**Clock network drawn from the DEF**

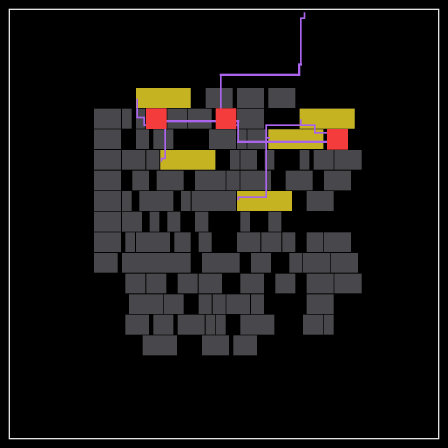
**Signal wires by layer**

The bar under the picture is 20 µm long.
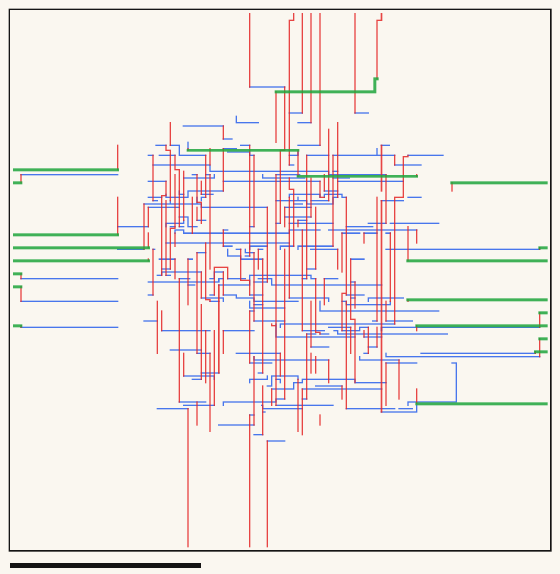
**Cell density map**

11 x 11 tiles, from dark blue (low) to red (high), 0 to 100% covered.
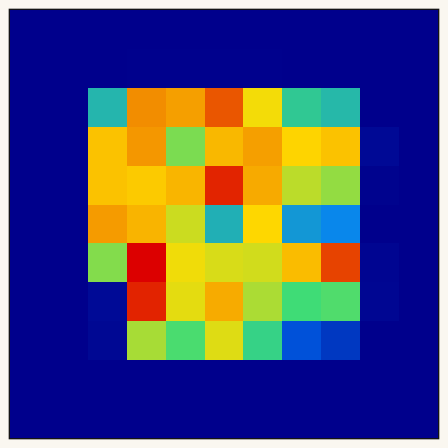
**Gate-type map**

The bar under the picture is 20 µm long.
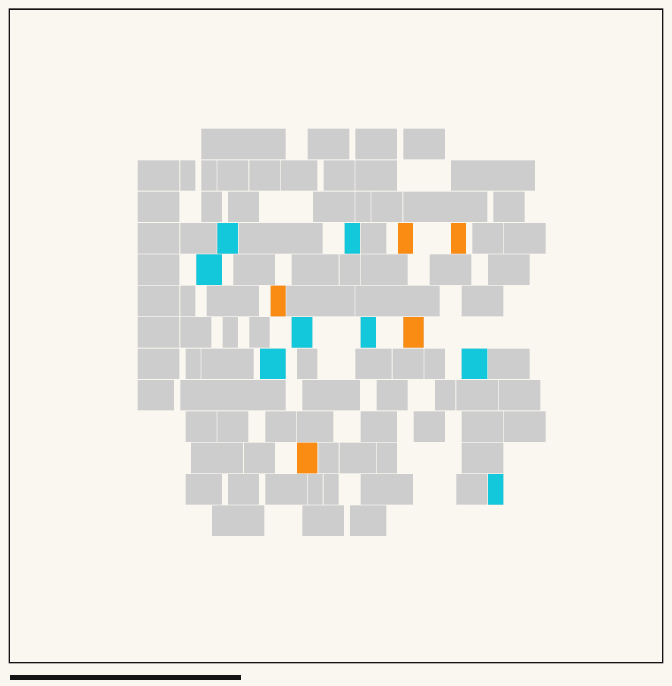
**Routing congestion**

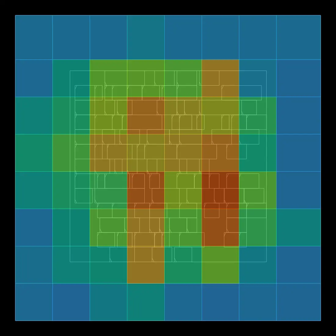
===== config.mk =====
export PLATFORM = sky130hd
export DESIGN_NAME = jk_reg_array_flat
export DESIGN_NICKNAME = d
export VERILOG_FILES = /design/src/rtl/jk_reg_array_if.sv /design/src/rtl/jk_reg_array.sv /design/src/flat_wrapper.sv
export SDC_FILE = /design/constraint.sdc
export NUM_CORES = 1
export LEC_CHECK = 0
export ABC_CLOCK_PERIOD_IN_PS = 2300
export CAP_MARGIN = 30
export CORE_MARGIN = 10
export CORE_UTILIZATION = 37
export DETAILED_ROUTE_END_ITERATION = 16
export PLACE_DENSITY_LB_ADDON = 0.25
export SYNTH_ARGS = -nofsm -noshare
export SYNTH_HDL_FRONTEND = slang
export SYNTH_SLANG_ARGS = --single-unit
export TNS_END_PERCENT = 50

===== constraint.sdc =====
create_clock -name clk -period 2.3 [get_ports clk]
set_input_delay 0.46 -clock clk [delete_from_list [all_inputs] [get_ports clk]]
set_output_delay 0.46 -clock clk [all_outputs]
set_load 0.03 [all_outputs]

===== src/rtl/jk_reg_array_if.sv =====
// Control/data bundle for jk_reg_array: mode selection, per-bit JK and load inputs, state outputs.
interface jk_reg_array_if #(
  parameter int unsigned WIDTH = 4
);
  logic             en;
  logic [1:0]       mode;
  logic [WIDTH-1:0] j;
  logic [WIDTH-1:0] k;
  logic [WIDTH-1:0] d;
  logic [WIDTH-1:0] q;
  logic [WIDTH-1:0] qbar;
  logic             tc;
  logic             wrap;

  modport master (
    output en, mode, j, k, d,
    input  q, qbar, tc, wrap
  );

  modport slave (
    input  en, mode, j, k, d,
    output q, qbar, tc, wrap
  );
endinterface


===== src/rtl/jk_reg_array.sv =====
// WIDTH-bit bank of JK storage elements that also acts as an up/down counter or load register.
module jk_reg_array #(
  parameter int unsigned WIDTH     = 4,
  parameter logic [31:0] RESET_VAL = 32'd0
) (
  input logic          clk,
  input logic          reset,
  jk_reg_array_if.slave jk
);

  localparam logic [1:0] ModeJk   = 2'b00;
  localparam logic [1:0] ModeUp   = 2'b01;
  localparam logic [1:0] ModeDown = 2'b10;
  localparam logic [1:0] ModeLoad = 2'b11;

  localparam logic [WIDTH-1:0] ResetQ = RESET_VAL[WIDTH-1:0];
  localparam logic [WIDTH-1:0] One    = {{(WIDTH-1){1'b0}}, 1'b1};

  logic [WIDTH-1:0] q_q, q_d;
  logic             wrap_q;
  logic             tc;

  always_comb begin
    q_d = q_q;
    unique case (jk.mode)
      ModeJk:   q_d = (jk.j & ~q_q) | (~jk.k & q_q);
      ModeUp:   q_d = q_q + One;
      ModeDown: q_d = q_q - One;
      ModeLoad: q_d = jk.d;
      default:  q_d = q_q;
    endcase
  end

  // Terminal count only in counting modes, so loads and JK passes through wrap values never pulse.
  always_comb begin
    tc = 1'b0;
    if (jk.en) begin
      tc = ((jk.mode == ModeUp) && (&q_q)) || ((jk.mode == ModeDown) && !(|q_q));
    end
  end

  always_ff @(posedge clk) begin
    if (reset) begin
      q_q    <= ResetQ;
      wrap_q <= 1'b0;
    end else if (!jk.en) begin
      wrap_q <= 1'b0;
    end else begin
      q_q    <= q_d;
      wrap_q <= tc;
    end
  end

  assign jk.q    = q_q;
  assign jk.qbar = ~q_q;
  assign jk.tc   = tc;
  assign jk.wrap = wrap_q;

endmodule


===== src/flat_wrapper.sv =====
// flat-port wrapper written by rule: the top's interface ports become plain ports
module jk_reg_array_flat 
#(
  parameter int unsigned WIDTH     = 4,
  parameter logic [31:0] RESET_VAL = 32'd0
)
  (clk, reset, jk_en, jk_mode, jk_j, jk_k, jk_d, jk_q, jk_qbar, jk_tc, jk_wrap);
  jk_reg_array_if #(.WIDTH(WIDTH)) jk_i ();
  input logic clk;
  input logic reset;
  input wire logic [$bits(jk_i.en)-1:0] jk_en;
  input wire logic [$bits(jk_i.mode)-1:0] jk_mode;
  input wire logic [$bits(jk_i.j)-1:0] jk_j;
  input wire logic [$bits(jk_i.k)-1:0] jk_k;
  input wire logic [$bits(jk_i.d)-1:0] jk_d;
  output wire logic [$bits(jk_i.q)-1:0] jk_q;
  output wire logic [$bits(jk_i.qbar)-1:0] jk_qbar;
  output wire logic [$bits(jk_i.tc)-1:0] jk_tc;
  output wire logic [$bits(jk_i.wrap)-1:0] jk_wrap;
  assign jk_i.en = jk_en;
  assign jk_i.mode = jk_mode;
  assign jk_i.j = jk_j;
  assign jk_i.k = jk_k;
  assign jk_i.d = jk_d;
  assign jk_q = jk_i.q;
  assign jk_qbar = jk_i.qbar;
  assign jk_tc = jk_i.tc;
  assign jk_wrap = jk_i.wrap;
  jk_reg_array #(.WIDTH(WIDTH), .RESET_VAL(RESET_VAL)) u_core (.clk(clk), .reset(reset), .jk(jk_i));
endmodule

==> impl_metrics.ini <==
; generated from flow reports
[status]
status = complete, no violations

[floorplan]
coreArea_mm2 = 0.001285
ios = 27
initCoreUtil = 0.3836
rows = 13

[power]
p_clk_frac = 0.270
switching_power_uw = 134.7

[yosys]
postSynthSeqShare = 0.2030
syn_nets = 85
syn_area_um2 = 493.0
flop_cell = dfxtp_1

[worst_setup_path]
path_cells = dlygate4sd2_1 > inv_2 > ha_4 > or4b_4 > o32ai_2 > and2_4 > buf_6

[clocking]
clk_latency_ns = 0.25
cts-root-buf = clkbuf_4
cts.sinks = 5

[sta]
worstMarginPinSlew_ns = 0.3503

[routing]
finalWirelength_um = 1551
ant_nets = 0

[place]
dpl.hpwl_um = 1279

[grt]
antenna_found_initial = 0

[finish]
drive_gt1_frac = 0.1875
## Picture notes: 'clock network drawn from the DEF'
legend:
  red:
    item: cells driving clock nets
    count: 3
  yellow:
    item: flip-flops
    count: 5
  purple:
    item: clock wires
    length: 90.6 µm
routed clock nets: 4

## Picture notes: 'signal wires by layer'
legend:
  green:
    layer: met3
    wire_length: 157 µm
  red:
    layer: met2
    wire_length: 745 µm
  blue:
    layer: met1
    wire_length: 649 µm
via count: 583
WL per Instance: 13.97 µm
overall routing resource usage: 0.09409

## Picture notes: 'cell density map'
fullest tile: 100%
nearly empty tiles: 60%
mean over tiles: 26%
tiles over 75% full: 18%
densest ninth of the die: centre

## Picture notes: 'gate-type map'
legend:
  orange:
    family: NOR gates
    cells: 5
    where: centre
  cyan:
    family: NAND gates
    cells: 8
    where: centre
Top cell excl fill/tap: clkdlybuf4s50_1
Comb area share: 0.4340
Layout Cells excl Fill: 111

## Picture notes: 'routing congestion'
Most Used Layer, Global Route: met2
met2 Usage GRT: 0.1599

cell usage after synthesis, drive strengths merged, types with 2 or more instances:
cell type / n
clkbuf: 2
ha: 6
nand2b: 2
o211ai: 2
nor3: 2
nand2: 3
o21ai: 3
xor2: 2
dfxtp: 5
a21oi: 5
xnor2: 2
inv: 7
nand3: 2
nor2: 3
worst paths after layout:
kind,from,end,slack (ns),cells after the start
worst min register to register,u_core.jk.q[0],u_core.jk.q[0],0.59,2
worst max register to register,u_core.jk.q[2],u_core.jk.q[3],0.83,5
worst max-delay path,jk_mode[0],jk_tc,0.05,7
worst min-delay path,u_core.jk.q[0],u_core.jk.q[0],0.59,2
routing by layer:
| metal | up-vias | global-route usage | wire (µm) |
|---|---|---|---|
| met5 | - | 0 | 0 |
| met4 | 0 | 0.02062 | 0 |
| met3 | 0 | 0.05843 | 157 |
| met2 | 23 | 0.1599 | 744 |
| met1 | 271 | 0.09476 | 649 |
| li1 | 289 | - | - |
cell type report:
cell class              count  area [µm²]
clock buffers               4       26.28
fillers                   116       431.7
inverters                   7       26.28
multi-input cells          47       370.4
flip-flops and latches      5       100.1
well taps                  15       18.77
repair buffers             33       311.5
flip-flops by register name, summed over array words and instances, names as in the netlist:
name / cells
u_core.jk.q: 4
u_core.jk.wrap: 1
power by group through the flow:
stage	clock [mW]	combinational (mW)	sequential, mW
2_1_floorplan	0	0.0792	0.120
6_report	0.103	0.173	0.107
3_5_place_dp	0	0.170	0.108
3_3_place_gp	0	0.168	0.108
4_1_cts	0.105	0.173	0.107
5_1_grt	0.115	0.188	0.108
cell families after synthesis:
logic type,count (synthesis),synth area share
compound gates,19,0.2589
simple gates,16,0.1802
buf+inv,10,0.09136
fa+ha+maj,6,0.1523
flops,5,0.2031
xor+xnor,4,0.07108
mux,2,0.04315
Power figures rest on the tool's default switching activity, not on a simulated workload.
